==> images/placement_by_type.png <==
Bar = 20 um.
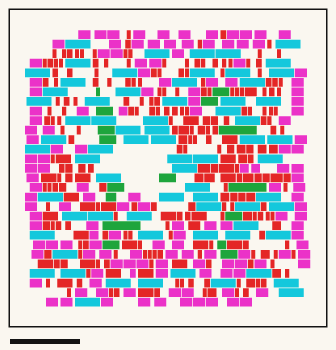
==> images/sizes.png <==
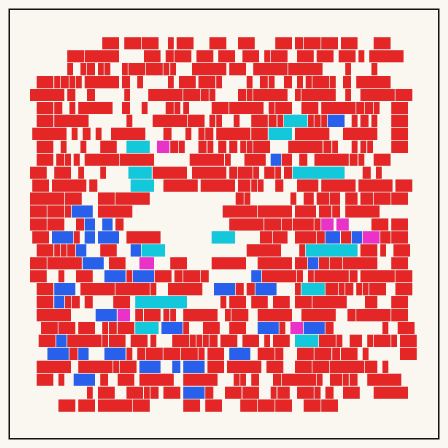
$ cat src/rtl/dmem_arbiter_if.sv
// Bus bundle between the data-memory arbiter, its two requesters and the memory.
interface dmem_arbiter_if #(
  parameter int unsigned ADDR_W = 10,
  parameter int unsigned DATA_W = 16
);

  // CPU load/store port
  logic              cpu_req;
  logic              cpu_we;
  logic [ADDR_W-1:0] cpu_addr;
  logic [DATA_W-1:0] cpu_wdata;
  logic              cpu_ack;
  logic [DATA_W-1:0] cpu_rdata;
  logic              cpu_stall;

  // Host/loader port
  logic              host_req;
  logic              host_we;
  logic [ADDR_W-1:0] host_addr;
  logic [DATA_W-1:0] host_wdata;
  logic              host_lock;
  logic              host_ack;
  logic [DATA_W-1:0] host_rdata;

  // Single-port memory side
  logic              mem_en;
  logic              mem_we;
  logic [ADDR_W-1:0] mem_addr;
  logic [DATA_W-1:0] mem_wdata;
  logic [DATA_W-1:0] mem_rdata;

  // Status
  logic              owner;
  logic              busy;

  // Arbiter side
  modport slave (
    input  cpu_req, cpu_we, cpu_addr, cpu_wdata,
    output cpu_ack, cpu_rdata, cpu_stall,
    input  host_req, host_we, host_addr, host_wdata, host_lock,
    output host_ack, host_rdata,
    output mem_en, mem_we, mem_addr, mem_wdata,
    input  mem_rdata,
    output owner, busy
  );

  // Requester/memory side
  modport master (
    output cpu_req, cpu_we, cpu_addr, cpu_wdata,
    input  cpu_ack, cpu_rdata, cpu_stall,
    output host_req, host_we, host_addr, host_wdata, host_lock,
    input  host_ack, host_rdata,
    input  mem_en, mem_we, mem_addr, mem_wdata,
    output mem_rdata,
    input  owner, busy
  );

endinterface

$ cat src/rtl/dmem_arbiter.sv
// Round-robin arbiter serialising CPU and host accesses to one data-memory port.
// Host lock keeps the CPU out; each access is IDLE -> ACCESS [-> WAIT] -> ACK.
// MEM_LAT must be 1..3.
module dmem_arbiter #(
  parameter int unsigned ADDR_W  = 10,
  parameter int unsigned DATA_W  = 16,
  parameter int unsigned MEM_LAT = 1
) (
  input  logic           clk,
  input  logic           reset,
  dmem_arbiter_if.slave  bus
);

  localparam int unsigned LAT_W = 2;

  typedef enum logic [1:0] {
    S_IDLE   = 2'd0,
    S_ACCESS = 2'd1,
    S_WAIT   = 2'd2,
    S_ACK    = 2'd3
  } state_t;

  state_t            r_state, w_state_nxt;
  logic              r_we, w_we_nxt;
  logic              r_owner, w_owner_nxt;
  logic              r_last_owner, w_last_owner_nxt;
  logic [LAT_W-1:0]  r_lat_cnt, w_lat_cnt_nxt;
  logic              r_mem_en, w_mem_en_nxt;
  logic              r_mem_we, w_mem_we_nxt;
  logic [ADDR_W-1:0] r_mem_addr, w_mem_addr_nxt;
  logic [DATA_W-1:0] r_mem_wdata, w_mem_wdata_nxt;
  logic              r_cpu_ack, w_cpu_ack_nxt;
  logic              r_host_ack, w_host_ack_nxt;
  logic [DATA_W-1:0] r_cpu_rdata, w_cpu_rdata_nxt;
  logic [DATA_W-1:0] r_host_rdata, w_host_rdata_nxt;
  logic              r_busy, w_busy_nxt;

  logic w_cpu_elig;
  logic w_host_elig;
  logic w_grant_host;

  // Eligibility and tie-break: on a tie the requester that did not win last goes next
  always_comb begin
    w_cpu_elig   = bus.cpu_req & ~bus.host_lock;
    w_host_elig  = bus.host_req;
    w_grant_host = w_host_elig & (~w_cpu_elig | ~r_last_owner);
  end

  // Next-state and next-output logic; outputs are registered one step ahead of the state
  always_comb begin
    w_state_nxt      = r_state;
    w_we_nxt         = r_we;
    w_owner_nxt      = r_owner;
    w_last_owner_nxt = r_last_owner;
    w_lat_cnt_nxt    = r_lat_cnt;
    w_mem_en_nxt     = 1'b0;
    w_mem_we_nxt     = 1'b0;
    w_mem_addr_nxt   = r_mem_addr;
    w_mem_wdata_nxt  = r_mem_wdata;
    w_cpu_ack_nxt    = 1'b0;
    w_host_ack_nxt   = 1'b0;
    w_cpu_rdata_nxt  = r_cpu_rdata;
    w_host_rdata_nxt = r_host_rdata;

    case (r_state)
      S_IDLE: begin
        if (w_cpu_elig | w_host_elig) begin
          w_state_nxt      = S_ACCESS;
          w_owner_nxt      = w_grant_host;
          w_last_owner_nxt = w_grant_host;
          w_mem_en_nxt     = 1'b1;
          if (w_grant_host) begin
            w_we_nxt        = bus.host_we;
            w_mem_we_nxt    = bus.host_we;
            w_mem_addr_nxt  = bus.host_addr;
            w_mem_wdata_nxt = bus.host_wdata;
          end else begin
            w_we_nxt        = bus.cpu_we;
            w_mem_we_nxt    = bus.cpu_we;
            w_mem_addr_nxt  = bus.cpu_addr;
            w_mem_wdata_nxt = bus.cpu_wdata;
          end
        end
      end
      S_ACCESS: begin
        if (r_we) begin
          w_state_nxt    = S_ACK;
          w_cpu_ack_nxt  = ~r_owner;
          w_host_ack_nxt = r_owner;
        end else begin
          w_state_nxt   = S_WAIT;
          w_lat_cnt_nxt = LAT_W'(MEM_LAT - 1);
        end
      end
      S_WAIT: begin
        if (r_lat_cnt == '0) begin
          w_state_nxt    = S_ACK;
          w_cpu_ack_nxt  = ~r_owner;
          w_host_ack_nxt = r_owner;
          if (r_owner) begin
            w_host_rdata_nxt = bus.mem_rdata;
          end else begin
            w_cpu_rdata_nxt = bus.mem_rdata;
          end
        end else begin
          w_lat_cnt_nxt = r_lat_cnt - LAT_W'(1);
        end
      end
      S_ACK: begin
        w_state_nxt = S_IDLE;
      end
      default: begin
        w_state_nxt = S_IDLE;
      end
    endcase

    w_busy_nxt = (w_state_nxt != S_IDLE);
  end

  // State and registered outputs; reset abandons any in-flight access
  always_ff @(posedge clk) begin
    if (reset) begin
      r_state      <= S_IDLE;
      r_we         <= 1'b0;
      r_owner      <= 1'b0;
      r_last_owner <= 1'b1;
      r_lat_cnt    <= '0;
      r_mem_en     <= 1'b0;
      r_mem_we     <= 1'b0;
      r_mem_addr   <= '0;
      r_mem_wdata  <= '0;
      r_cpu_ack    <= 1'b0;
      r_host_ack   <= 1'b0;
      r_cpu_rdata  <= '0;
      r_host_rdata <= '0;
      r_busy       <= 1'b0;
    end else begin
      r_state      <= w_state_nxt;
      r_we         <= w_we_nxt;
      r_owner      <= w_owner_nxt;
      r_last_owner <= w_last_owner_nxt;
      r_lat_cnt    <= w_lat_cnt_nxt;
      r_mem_en     <= w_mem_en_nxt;
      r_mem_we     <= w_mem_we_nxt;
      r_mem_addr   <= w_mem_addr_nxt;
      r_mem_wdata  <= w_mem_wdata_nxt;
      r_cpu_ack    <= w_cpu_ack_nxt;
      r_host_ack   <= w_host_ack_nxt;
      r_cpu_rdata  <= w_cpu_rdata_nxt;
      r_host_rdata <= w_host_rdata_nxt;
      r_busy       <= w_busy_nxt;
    end
  end

  // Output mapping; stall is the only combinational output
  assign bus.cpu_ack    = r_cpu_ack;
  assign bus.cpu_rdata  = r_cpu_rdata;
  assign bus.cpu_stall  = bus.cpu_req & ~r_cpu_ack;
  assign bus.host_ack   = r_host_ack;
  assign bus.host_rdata = r_host_rdata;
  assign bus.mem_en     = r_mem_en;
  assign bus.mem_we     = r_mem_we;
  assign bus.mem_addr   = r_mem_addr;
  assign bus.mem_wdata  = r_mem_wdata;
  assign bus.owner      = r_owner;
  assign bus.busy       = r_busy;

endmodule

$ cat src/flat_wrapper.sv
// flat-port wrapper written by rule: the top's interface ports become plain ports
module dmem_arbiter_flat 
#(
  parameter int unsigned ADDR_W  = 10,
  parameter int unsigned DATA_W  = 16,
  parameter int unsigned MEM_LAT = 1
)
  (clk, reset, bus_cpu_req, bus_cpu_we, bus_cpu_addr, bus_cpu_wdata, bus_cpu_ack, bus_cpu_rdata, bus_cpu_stall, bus_host_req, bus_host_we, bus_host_addr, bus_host_wdata, bus_host_lock, bus_host_ack, bus_host_rdata, bus_mem_en, bus_mem_we, bus_mem_addr, bus_mem_wdata, bus_mem_rdata, bus_owner, bus_busy);
  dmem_arbiter_if #(.ADDR_W(ADDR_W), .DATA_W(DATA_W)) bus_i ();
  input  logic clk;
  input  logic reset;
  input wire logic [$bits(bus_i.cpu_req)-1:0] bus_cpu_req;
  input wire logic [$bits(bus_i.cpu_we)-1:0] bus_cpu_we;
  input wire logic [$bits(bus_i.cpu_addr)-1:0] bus_cpu_addr;
  input wire logic [$bits(bus_i.cpu_wdata)-1:0] bus_cpu_wdata;
  output wire logic [$bits(bus_i.cpu_ack)-1:0] bus_cpu_ack;
  output wire logic [$bits(bus_i.cpu_rdata)-1:0] bus_cpu_rdata;
  output wire logic [$bits(bus_i.cpu_stall)-1:0] bus_cpu_stall;
  input wire logic [$bits(bus_i.host_req)-1:0] bus_host_req;
  input wire logic [$bits(bus_i.host_we)-1:0] bus_host_we;
  input wire logic [$bits(bus_i.host_addr)-1:0] bus_host_addr;
  input wire logic [$bits(bus_i.host_wdata)-1:0] bus_host_wdata;
  input wire logic [$bits(bus_i.host_lock)-1:0] bus_host_lock;
  output wire logic [$bits(bus_i.host_ack)-1:0] bus_host_ack;
  output wire logic [$bits(bus_i.host_rdata)-1:0] bus_host_rdata;
  output wire logic [$bits(bus_i.mem_en)-1:0] bus_mem_en;
  output wire logic [$bits(bus_i.mem_we)-1:0] bus_mem_we;
  output wire logic [$bits(bus_i.mem_addr)-1:0] bus_mem_addr;
  output wire logic [$bits(bus_i.mem_wdata)-1:0] bus_mem_wdata;
  input wire logic [$bits(bus_i.mem_rdata)-1:0] bus_mem_rdata;
  output wire logic [$bits(bus_i.owner)-1:0] bus_owner;
  output wire logic [$bits(bus_i.busy)-1:0] bus_busy;
  assign bus_i.cpu_req = bus_cpu_req;
  assign bus_i.cpu_we = bus_cpu_we;
  assign bus_i.cpu_addr = bus_cpu_addr;
  assign bus_i.cpu_wdata = bus_cpu_wdata;
  assign bus_cpu_ack = bus_i.cpu_ack;
  assign bus_cpu_rdata = bus_i.cpu_rdata;
  assign bus_cpu_stall = bus_i.cpu_stall;
  assign bus_i.host_req = bus_host_req;
  assign bus_i.host_we = bus_host_we;
  assign bus_i.host_addr = bus_host_addr;
  assign bus_i.host_wdata = bus_host_wdata;
  assign bus_i.host_lock = bus_host_lock;
  assign bus_host_ack = bus_i.host_ack;
  assign bus_host_rdata = bus_i.host_rdata;
  assign bus_mem_en = bus_i.mem_en;
  assign bus_mem_we = bus_i.mem_we;
  assign bus_mem_addr = bus_i.mem_addr;
  assign bus_mem_wdata = bus_i.mem_wdata;
  assign bus_i.mem_rdata = bus_mem_rdata;
  assign bus_owner = bus_i.owner;
  assign bus_busy = bus_i.busy;
  dmem_arbiter #(.ADDR_W(ADDR_W), .DATA_W(DATA_W), .MEM_LAT(MEM_LAT)) u_core (.clk(clk), .reset(reset), .bus(bus_i));
endmodule
$ cat config.mk
export PLATFORM = sky130hd
export DESIGN_NAME = dmem_arbiter_flat
export DESIGN_NICKNAME = d
export VERILOG_FILES = /design/src/rtl/dmem_arbiter_if.sv /design/src/rtl/dmem_arbiter.sv /design/src/flat_wrapper.sv
export SDC_FILE = /design/constraint.sdc
export NUM_CORES = 1
export LEC_CHECK = 0
export CAP_MARGIN = 20
export CORE_MARGIN = 4
export CORE_UTILIZATION = 44
export DETAILED_ROUTE_END_ITERATION = 10
export HOLD_SLACK_MARGIN = 0.1
export PLACE_DENSITY = 0.85
export SLEW_MARGIN = 20
export SYNTH_ARGS = -nofsm -noshare
export SYNTH_HDL_FRONTEND = slang
export SYNTH_SLANG_ARGS = --single-unit
$ cat constraint.sdc
create_clock -name clk -period 4.2 [get_ports clk]
set_input_delay 0.84 -clock clk [delete_from_list [all_inputs] [get_ports clk]]
set_output_delay 0.84 -clock clk [all_outputs]
set_load 0.05 [all_outputs]
==> impl_metrics.toml <==
# flow metrics
[run_status]
run_status = "complete, no violations"

[worst_setup_path]
timing.critical_path.to_type = "output pin"
cp_data_required_time_ns = 3.36
crit_chain = "clkdlybuf4s50_1 > nor2b_1 > clkdlybuf4s50_1"
timing.reg2reg.worst_path_depth = 6
timing.critical_path.max_delay_family = "buffers and inverters"
worst-endpoint-arrival_ns = 2.28
worst-path-buf-inv = 2
crit_slowest_cell = "sky130_fd_sc_hd__clkdlybuf4s50_1"
critical_path_peak_fanout = 3
timing.critical_path.slowest_cell_delay_ns = 0.80
critPathLaunchType = "input pin"

[logic_synthesis]
commonest_cells_in_the_netlist = "94 x sky130_fd_sc_hd__nand2_1, 70 x sky130_fd_sc_hd__dfxtp_1, 61 x sky130_fd_sc_hd__a21oi_1, 20 x sky130_fd_sc_hd__a211oi_2, 20 x sky130_fd_sc_hd__nor2_1"
syn-instance-count = 343
synthDistinctLibCells = 38
yosys_warnings = 0
top_area_cell = "sky130_fd_sc_hd__dfxtp_1"
topCellsByArea = "sky130_fd_sc_hd__dfxtp_1 47%, sky130_fd_sc_hd__nand2_1 12%, sky130_fd_sc_hd__a21oi_1 10%"
post-synth-top-area-fraction = 0.474
ff_type = "sky130_fd_sc_hd__dfxtp_1"
netlist_area_um2 = 2960
synth-compound-area-share = 0.226
synthesized_netlist_net_count = 423
post_synth_and_or_nand_nor_area_fraction = 0.207
logic_family = "AND-OR/OR-AND gates"
adder_share = 0.0212
ys_area_um2 = 2960
synth.avg_cell_area_um2 = 8.62
postSynth.asyncResetShare = 0

[detailed_routing]
dr_wl_met2_um = 4540
wl_met1_um = 3540
firstDrtPassIters = 4
route.detailed.wl_per_inst_um = 15.6
drcViolationCount = 0
routed_wirelength_um = 8660
avgViaCountPerCell = 5.19

[floorplan]
design.core.area_um2 = 6420
floorplan.rows = 29
floorplan.io_pins = 140
taps = 77
initial_utilization = 0.460
vertical_extent_of_the_die_um = 90.0

[min_path]
hold-path-cell-count = 2
worst_hold_path_type = "flip-flop to flip-flop"

[sta]
timing.final.crit_share = 0.743
timing.final.hold_violations = 0
setup_viol = 0
pins_over_their_slew_limit = 0
maxSlewHeadroom = 0.408
worst-slew-pin-transition_ns = 0.888
fin_worst_skew_ns = 0.00760
max_clk_rate_ghz = 0.320

[global_route]
globalRoute.totalOverflow = 0
grt_first_pass_wirelength_um = 14100
globalRouteMet2Util = 0.380
grt.met3_usage = 0.0459
grt_start_max_net_pins = 46
layer_with_the_highest_usage_after_global_routing = "met2"
grt_antenna_before_repair = 0

[clocking]
cts.repair.resized = 0
tritoncts.num_buffers = 9
clock_path_buffers = 2
post_cts_hold_buffer_count = 0
cts-htree-levels = 3
cts.reportedPaths.clkPinSlew_ns = 0.07
clk_root_buffer_cell = "sky130_fd_sc_hd__clkbuf_8"
cts_post_setup_buffers_inserted = 0

[place]
place.gp.congestion = 0.741
placedInstanceArea_um2 = 4290
place_hpwl_um = 6190

[cells_and_area]
drive_above_1_share = 0.115
final_cells = 555
area_share_clock_buf_inv = 0.0546
area_share_nonclk_buffers = 0.312
nFillCells = 518
comb_area_um2 = 1360
combAreaFraction = 0.300
inverters_excl_clock = 4
finish.utilization = 0.707

[pwr]
cellLeakagePower_nw = 1.62
total_power_mw = 2.89
Notes on placement_by_type.png above:
- combinational and other logic: red (cells 249)
- remaining buffers and delay cells: magenta (cells 143)
- clock drivers and dummy loads: green (cells 16)
- sequential cells: cyan (cells 70)

Notes on sizes.png above:
- _3 and _4 cells: magenta (cells 7; share 1.5%)
- _6 and larger: cyan (cells 13; share 2.7%)
- _2 cells: blue (cells 35; share 7.3%)
- _0 and _1 cells: red (cells 423; share 88%)
layout-stage area growth over the synthesis result: 53.6%
non-clock buffer count: 143
final worst slack: 1.08 ns
post-route cell area: 4540 um2

==> cells in the final DEF, fill, tap and decap left out, types with 2 or more instances in the layout <==
cell and count:
sky130_fd_sc_hd__a211oi_2 20, sky130_fd_sc_hd__nand2_1 94, sky130_fd_sc_hd__inv_1 4, sky130_fd_sc_hd__clkdlybuf4s50_1 138, sky130_fd_sc_hd__clkbuf_8 10, sky130_fd_sc_hd__mux2i_1 2, sky130_fd_sc_hd__nand3b_1 2, sky130_fd_sc_hd__nor2b_1 4
sky130_fd_sc_hd__nor2_2 10, sky130_fd_sc_hd__a211oi_1 7, sky130_fd_sc_hd__a21oi_1 61, sky130_fd_sc_hd__buf_4 4, sky130_fd_sc_hd__bufinv_16 3, sky130_fd_sc_hd__nand3_1 2, sky130_fd_sc_hd__nor2_1 20, sky130_fd_sc_hd__ha_1 5
sky130_fd_sc_hd__dfxtp_1 70
==> report_power, final <==
group	internal, mW	switching [mW]	total [mW]
clock	0.412	0.251	0.663
sequential	0.806	0.0826	0.889
combinational	0.471	0.867	1.34
total	1.69	1.20	2.89
==> path summary, 6_finish.rpt <==
path	slack, ns	start	to
setup reg to reg	2.40	u_core.r_state[0]$_SDFF_PP0_	u_core.bus.cpu_rdata[12]$_SDFFE_PP0P_
hold / removal	0.46	u_core.r_lat_cnt[0]$_SDFFE_PP0P_	u_core.r_lat_cnt[0]$_SDFFE_PP0P_
hold reg to reg	0.46	u_core.r_lat_cnt[0]$_SDFFE_PP0P_	u_core.r_lat_cnt[0]$_SDFFE_PP0P_
setup / recovery	1.08	bus_cpu_req	bus_cpu_stall
==> logic make-up after synthesis <==
family | Yosys count
flops | 70
buf+inv | 28
compound gates | 96
simple gates | 142
fa+ha+maj | 5
mux | 2
